--- config.mk ---
export PLATFORM = sky130hd
export DESIGN_NAME = shift_unit
export DESIGN_NICKNAME = d
export VERILOG_FILES = /design/src/rtl/shift_unit_pkg.sv /design/src/rtl/shift_unit_step.sv /design/src/rtl/shift_unit.sv
export SDC_FILE = /design/constraint.sdc
export NUM_CORES = 1
export LEC_CHECK = 0
export CAP_MARGIN = 40
export CORE_ASPECT_RATIO = 1.25
export CORE_MARGIN = 10
export CORE_UTILIZATION = 45
export CTS_CLUSTER_DIAMETER = 100
export DETAILED_ROUTE_END_ITERATION = 6
export PLACE_DENSITY = 0.91
export SETUP_SLACK_MARGIN = 0.15
export SYNTH_ARGS = -nofsm -noshare
export SYNTH_HDL_FRONTEND = slang
export SYNTH_SLANG_ARGS = --single-unit
--- constraint.sdc ---
create_clock -name clk -period 2.7 [get_ports clk]
set_input_delay 0.54 -clock clk [delete_from_list [all_inputs] [get_ports clk]]
set_output_delay 0.54 -clock clk [all_outputs]
set_load 0.01 [all_outputs]
--- src/rtl/shift_unit_pkg.sv ---
// Shared shift-unit definitions: command encodings, count-field layout and FSM states.
// Encodings follow the low three opcode bits of the ASH/ROT/LSH/ASHC/ROTC/LSHC group.
package shift_unit_pkg;

    typedef enum logic [2:0] {
        CMD_ASH  = 3'd0,
        CMD_ROT  = 3'd1,
        CMD_LSH  = 3'd2,
        CMD_ASHC = 3'd4,
        CMD_ROTC = 3'd5,
        CMD_LSHC = 3'd6
    } shift_cmd_e;

    typedef enum logic [1:0] {
        ST_IDLE,
        ST_SHIFT,
        ST_DONE
    } shift_state_e;

    localparam int COUNT_WIDTH    = 9;
    localparam int COUNT_MAG_BITS = 8;
    localparam int STEP_AMT_WIDTH = 4;

    // Storage index of the count sign bit, which sits at big-endian bit position WORDSIZE/2.
    function automatic int count_sign_pos(input int wordsize);
        return wordsize - 1 - wordsize / 2;
    endfunction

endpackage

--- src/rtl/shift_unit_step.sv ---
// Combinational single step: shifts hi/lo by up to STEP positions for any shift command
// and reports whether an arithmetic left shift pushed a non-sign bit out of bit 1.
module shift_step
    import shift_unit_pkg::*;
#(
    parameter int WORDSIZE = 36,
    parameter int STEP     = 1
) (
    input  shift_cmd_e                cmd,
    input  logic                      left,
    input  logic [STEP_AMT_WIDTH-1:0] amount,
    input  logic [WORDSIZE-1:0]       hi_in,
    input  logic [WORDSIZE-1:0]       lo_in,
    output logic [WORDSIZE-1:0]       hi_out,
    output logic [WORDSIZE-1:0]       lo_out,
    output logic                      ovf
);

    localparam int W = WORDSIZE;

    logic [W-1:0] hi;
    logic [W-1:0] lo;
    logic         sign;

    // Storage is little-endian: big-endian bit 0 (the sign) lives at index W-1.
    always_comb begin
        hi   = hi_in;
        lo   = lo_in;
        ovf  = 1'b0;
        sign = hi_in[W-1];
        for (int i = 0; i < STEP; i++) begin
            if (i < int'(amount)) begin
                case (cmd)
                    CMD_LSH:  hi = left ? {hi[W-2:0], 1'b0} : {1'b0, hi[W-1:1]};
                    CMD_ROT:  hi = left ? {hi[W-2:0], hi[W-1]} : {hi[0], hi[W-1:1]};
                    CMD_ASH: begin
                        if (left) begin
                            ovf = ovf | (hi[W-2] ^ sign);
                            hi  = {sign, hi[W-3:0], 1'b0};
                        end else begin
                            hi  = {sign, sign, hi[W-2:1]};
                        end
                    end
                    CMD_LSHC: begin
                        if (left) {hi, lo} = {hi[W-2:0], lo, 1'b0};
                        else      {hi, lo} = {1'b0, hi, lo[W-1:1]};
                    end
                    CMD_ROTC: begin
                        if (left) {hi, lo} = {hi[W-2:0], lo, hi[W-1]};
                        else      {hi, lo} = {lo[0], hi, lo[W-1:1]};
                    end
                    CMD_ASHC: begin
                        if (left) begin
                            ovf      = ovf | (hi[W-2] ^ sign);
                            {hi, lo} = {sign, hi[W-3:0], lo[W-2], sign, lo[W-3:0], 1'b0};
                        end else begin
                            {hi, lo} = {sign, sign, hi[W-2:1], sign, hi[0], lo[W-2:1]};
                        end
                    end
                    default: begin
                        hi = hi;
                        lo = lo;
                    end
                endcase
            end
        end
        hi_out = hi;
        lo_out = lo;
    end

endmodule

--- src/rtl/shift_unit.sv ---
// Multi-cycle shifter for single- and double-word logical, rotate and arithmetic shifts,
// moving at most STEP positions per clock until the latched count is exhausted.
module shift_unit
    import shift_unit_pkg::*;
#(
    parameter int WORDSIZE = 36,
    parameter int STEP     = 1
) (
    input  logic                clk,
    input  logic                reset_n,
    input  logic                start,
    input  logic                abort,
    input  logic [2:0]          command,
    input  logic [WORDSIZE-1:0] op1,
    input  logic [WORDSIZE-1:0] op1low,
    input  logic [WORDSIZE-1:0] op2,
    output logic                busy,
    output logic                done,
    output logic [WORDSIZE-1:0] result,
    output logic [WORDSIZE-1:0] resultlow,
    output logic                overflow
);

    localparam int                       SIGN_POS = count_sign_pos(WORDSIZE);
    localparam logic [COUNT_WIDTH-1:0]   STEP_CNT = COUNT_WIDTH'(STEP);
    localparam logic [STEP_AMT_WIDTH-1:0] STEP_AMT = STEP_AMT_WIDTH'(STEP);

    shift_state_e              state;
    shift_state_e              next_state;
    shift_cmd_e                cmd_q;
    logic                      left_q;
    logic [COUNT_WIDTH-1:0]    remaining;
    logic [WORDSIZE-1:0]       hi_q;
    logic [WORDSIZE-1:0]       lo_q;
    logic                      ovf_q;

    logic [COUNT_WIDTH-1:0]    count_raw;
    logic [COUNT_WIDTH-1:0]    count_mag;
    logic                      accept;
    logic [STEP_AMT_WIDTH-1:0] step_amt;
    logic [WORDSIZE-1:0]       step_hi;
    logic [WORDSIZE-1:0]       step_lo;
    logic                      step_ovf;
    logic                      op2_unused;

    assign op2_unused = ^op2;

    // A count of -256 has magnitude 256, which still fits the 9-bit remaining counter.
    assign count_raw = {op2[SIGN_POS], op2[COUNT_MAG_BITS-1:0]};
    assign count_mag = count_raw[COUNT_WIDTH-1] ? (~count_raw + 9'd1) : count_raw;
    assign accept    = (state == ST_IDLE) && start && !abort;
    assign step_amt  = (remaining >= STEP_CNT) ? STEP_AMT : remaining[STEP_AMT_WIDTH-1:0];

    shift_step #(
        .WORDSIZE (WORDSIZE),
        .STEP     (STEP)
    ) u_step (
        .cmd    (cmd_q),
        .left   (left_q),
        .amount (step_amt),
        .hi_in  (hi_q),
        .lo_in  (lo_q),
        .hi_out (step_hi),
        .lo_out (step_lo),
        .ovf    (step_ovf)
    );

    always_ff @(posedge clk or negedge reset_n) begin
        if (!reset_n) state <= ST_IDLE;
        else          state <= next_state;
    end

    always_comb begin
        next_state = state;
        case (state)
            ST_IDLE: begin
                if (accept) next_state = (count_mag == '0) ? ST_DONE : ST_SHIFT;
            end
            ST_SHIFT: begin
                if (abort)                      next_state = ST_IDLE;
                else if (remaining <= STEP_CNT) next_state = ST_DONE;
            end
            ST_DONE:  next_state = ST_IDLE;
            default:  next_state = ST_IDLE;
        endcase
    end

    always_comb begin
        busy = (state == ST_SHIFT);
        done = (state == ST_DONE);
    end

    // Working registers double as the visible result, so they hold after DONE.
    always_ff @(posedge clk or negedge reset_n) begin
        if (!reset_n) begin
            cmd_q     <= CMD_LSH;
            left_q    <= 1'b0;
            remaining <= '0;
            hi_q      <= '0;
            lo_q      <= '0;
            ovf_q     <= 1'b0;
        end else if (accept) begin
            cmd_q     <= shift_cmd_e'(command);
            left_q    <= ~count_raw[COUNT_WIDTH-1];
            remaining <= count_mag;
            hi_q      <= op1;
            lo_q      <= op1low;
            ovf_q     <= 1'b0;
        end else if (state == ST_SHIFT && !abort) begin
            hi_q      <= step_hi;
            lo_q      <= step_lo;
            ovf_q     <= ovf_q | step_ovf;
            remaining <= remaining - COUNT_WIDTH'(step_amt);
        end
    end

    assign result    = hi_q;
    assign resultlow = lo_q;
    assign overflow  = ovf_q;

endmodule

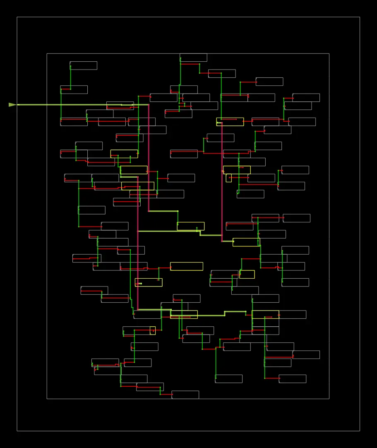
Figure 1: run 1, clock routing.
P_clk: 1.32 mW
Seq cells: 88
CTS Sinks: 88
Clock Skew: 7.09 ps

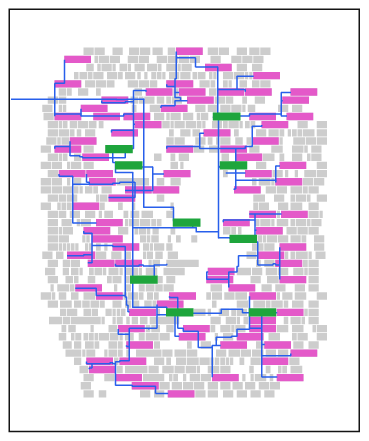
Figure 2: run 1, routed clock nets over the placement.
Scale: 3 px per um.
Key: magenta = flip-flops [count 88]; green = clock drivers [count 9]; blue = clock wires [length 1110 um]
There are 10 routed clock nets.

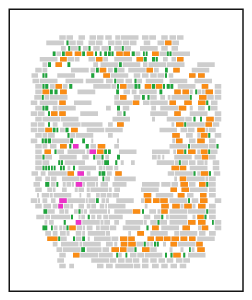
Figure 3: run 1, gate families picked out.
Scale: 2 px per um.
Key: green = nand cells [cells 139, most used nand2_1, where all over the die]; magenta = non-inverting ao/oa cells [cells 7, most used a221o_1]; orange = mux cells [cells 108, most used mux2i_1]

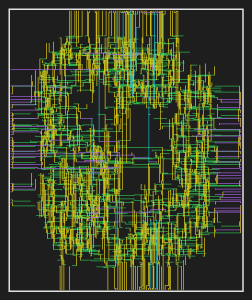
Figure 4: run 1, wiring by layer.
Scale: 2 px per um.
Key: green = metal 1 [wire length 6030 um]; yellow = metal 2 [wire length 7650 um]; purple = metal 3 [wire length 979 um]; cyan = metal 4 [wire length 557 um]

==> ci_impl_report.md, run 1 <==
### Yosys + OpenROAD results

| Metric | Value |
|---|---|
| Final setup viols | `0` |
| Vias | `4775` |
| Cell mode on critical path | `or3_4` |
| Cell Area, Placed | `about 7000 um^2` |
| Initial Util | `a little under half` |
| Setup TNS Final | `0 ps` |
| Post-route minimum period | `~2400 ps` |
| Rows | `~43` |
| ANT nets after route | `0` |
| Int Power | `roughly 4.4 mW` |
| Dominant logic cell type in the layout | `clkdlybuf4s50_1` |
| First-pass GRT wire length | `25100 um` |
| Tool warning count | `53` |
| Area growth syn-to-layout | `41.6%` |
| Post-Route WL | `between 15000 and 20000 um` |
| Synth async-reset ratio | `100%` |
| Tcrit/Tclk final | `87.3%` |
| H-tree depth | `3` |
| Fin area | `approximately 7400 um^2` |
| Max stage delay on crit path | `a little under 500 ps` |
| CTS clk-pin slew, worst paths | `~60 ps` |
| DR WL met2 | `7650 um` |
| Crit path buf inv count | `1` |
| Pleak | `roughly 3.0 nW` |
| Final hold vios | `0` |
| Top Metal Used | `met4` |
| Layout net count | `813` |
| Synthesized registers | `around 90` |
| TritonCTS buffer count | `9` |
| Flop-to-flop setup slack | `420 ps` |
| Synth top cell by count | `nand2_1` |
| MI comb area | `around 2800 um^2` |
| Switching power | `2.39 mW` |
| Tot GR Track Use | `a little under a fifth` |
| Post-synthesis cell area | `roughly 5200 um^2` |
| Die ar. | `between 15000 and 20000 um^2` |
| DR vias/cell | `between 5 and 6` |
| Yosys stat chip area | `around 5200 um^2` |
| Critical Path Start Type | `primary input` |
| Arrival @ worst endpoint | `~2600 ps` |
| Run status | `completed` |
run 1: stage by stage:
| step | hold WS [ps] | power, mW | cells | util (%) |
|---|---|---|---|---|
| floorplan | 244 | 3.92 | 543 | - |
| global placement | 491 | 5.31 | 820 | 62.9 |
| detailed placement | 500 | 5.46 | 820 | 62.9 |
| CTS | 225 | 6.80 | 834 | 65.7 |
| global route | 248 | 7.20 | 834 | 65.8 |
| finish | 205 | 6.76 | 834 | 65.8 |
run 1: cell families after synthesis:
| family | after synthesis | share of synthesized area [%] |
|---|---|---|
| xor gates and xnor gates | 13 | 2.19 |
| AOI/OAI and AO/OA | 102 | 13.2 |
| and+or+nand+nor | 182 | 16.5 |
| adders and majority gates | 2 | 0.481 |
| DFF | 88 | 42.4 |
| buffers and inverters | 48 | 3.63 |
| muxes | 108 | 21.7 |
==> run 2: changes to the inputs <==
- TNS_END_PERCENT: unset -> 100
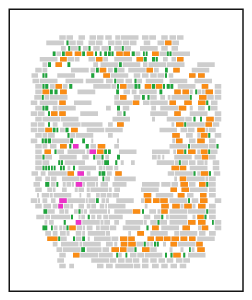
Figure 5: run 2, gate families picked out.
Scale: 2 px per um.
Key: magenta = non-inverting ao/oa cells [cells 7, most used a221o_1]; green = nand cells [cells 139, most used nand2_1, where all over the die]; orange = mux cells [cells 108, most used mux2i_1]
fraction of area in multi-input gates: 38.6%
Cell Count, Final, Fillers Out: 834
dominant logic cell type in the layout: clkdlybuf4s50_1

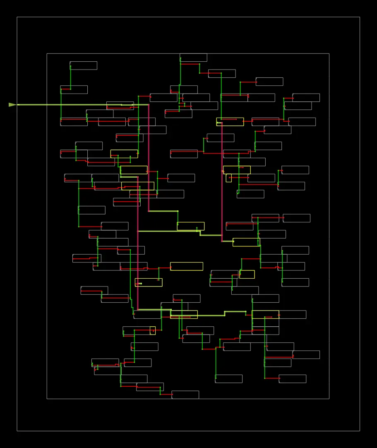
Figure 6: run 2, clock routing.
TritonCTS buffer count: 9
number of clock buffers in the layout: 10
Late-Pin Clk Latency: 340 ps

==> run 2 against run 1 <==
  * First-iteration DRC count did not move
  * Largest cell class unchanged
  * Largest power group unchanged
  * Maximum frequency did not move
  * Hold slack did not move
  * Sequential power is essentially flat
  * Clock-buffer cell count unchanged
  * Combinational power about the same
  * Critical path depth did not move
  * Power stayed put
==> ci_impl_report.md, run 2 <==
### Yosys + OpenROAD results

| Metric | Value |
|---|---|
| Run status | `completed` |
| Dominant comb cell | `multiplexers` |
| Synth top cell by count | `nand2_1` |
| Setup TNS Final | `0 ps (unchanged)` |
| Final hold vios | `0 (unchanged)` |
| Tcrit/Tclk final | `87.3% (unchanged)` |
| Rows | `43 (unchanged)` |
| Top Metal Used | `met4` |
| CTS clk-pin slew, worst paths | `60 ps (about the same)` |
| Arrival @ worst endpoint | `2560 ps (about the same)` |
| Post-Route WL | `15200 um (unchanged)` |
| Fin area | `7370 um^2 (unchanged)` |
| H-tree depth | `3 (unchanged)` |
| Tot GR Track Use | `18.8% (unchanged)` |
| Critical Path Start Type | `primary input` |
| Synthesized registers | `88 (unchanged)` |
| P_clk | `1.32 mW (about the same)` |
| MI comb area | `2840 um^2 (unchanged)` |
| Die ar. | `16300 um^2 (unchanged)` |
| Area growth syn-to-layout | `41.6% (unchanged)` |
| Final setup viols | `0 (unchanged)` |
| Pleak | `2.95 nW (unchanged)` |
| DR vias/cell | `5.73 (unchanged)` |
| ANT nets after route | `0 (unchanged)` |
| CTS Sinks | `88 (unchanged)` |
| Placed Cells | `820 (unchanged)` |
| DR WL met2 | `7650 um (unchanged)` |
| Layout net count | `813 (unchanged)` |
| Final Power | `6.76 mW (unchanged)` |
| XOR Share, Synth | `2.19% (unchanged)` |
| Adder-cell share of the synthesized area | `0.481% (unchanged)` |
| Vias | `4775 (unchanged)` |
| Post-route minimum period | `2360 ps (unchanged)` |
| Clock Skew | `7.09 ps (unchanged)` |
## run 2: critical path, stage by stage
cell,delay [ps]
clkdlybuf4s50_1,490
or3_4,420
or3_4,350
mux2_4,320
a2111oi_4,320
o22ai_1,130
## run 2: worst max-delay path by stage
stage	start	to	slack, ps	depth (start not counted)
final	op2[2]	state[0]	340	6
after CTS	remaining[5]	remaining[8]	240	9
after global routing	op2[0]	state[0]	200	8
after global placement	op2[2]	state[0]	20	6
after detailed placement	op2[0]	state[0]	-20	8
after floorplan	op2[2]	state[0]	580	5
## run 2: per-layer routing
layer / track usage [%] / vias to the layer above
met5: 0 / -
met4: 9.31 / 0
met3: 4.83 / 37
met2: 31.5 / 157
met1: 21.4 / 2325
li1: - / 2256
No activity file was given, so power comes from the tool's default toggle rates.
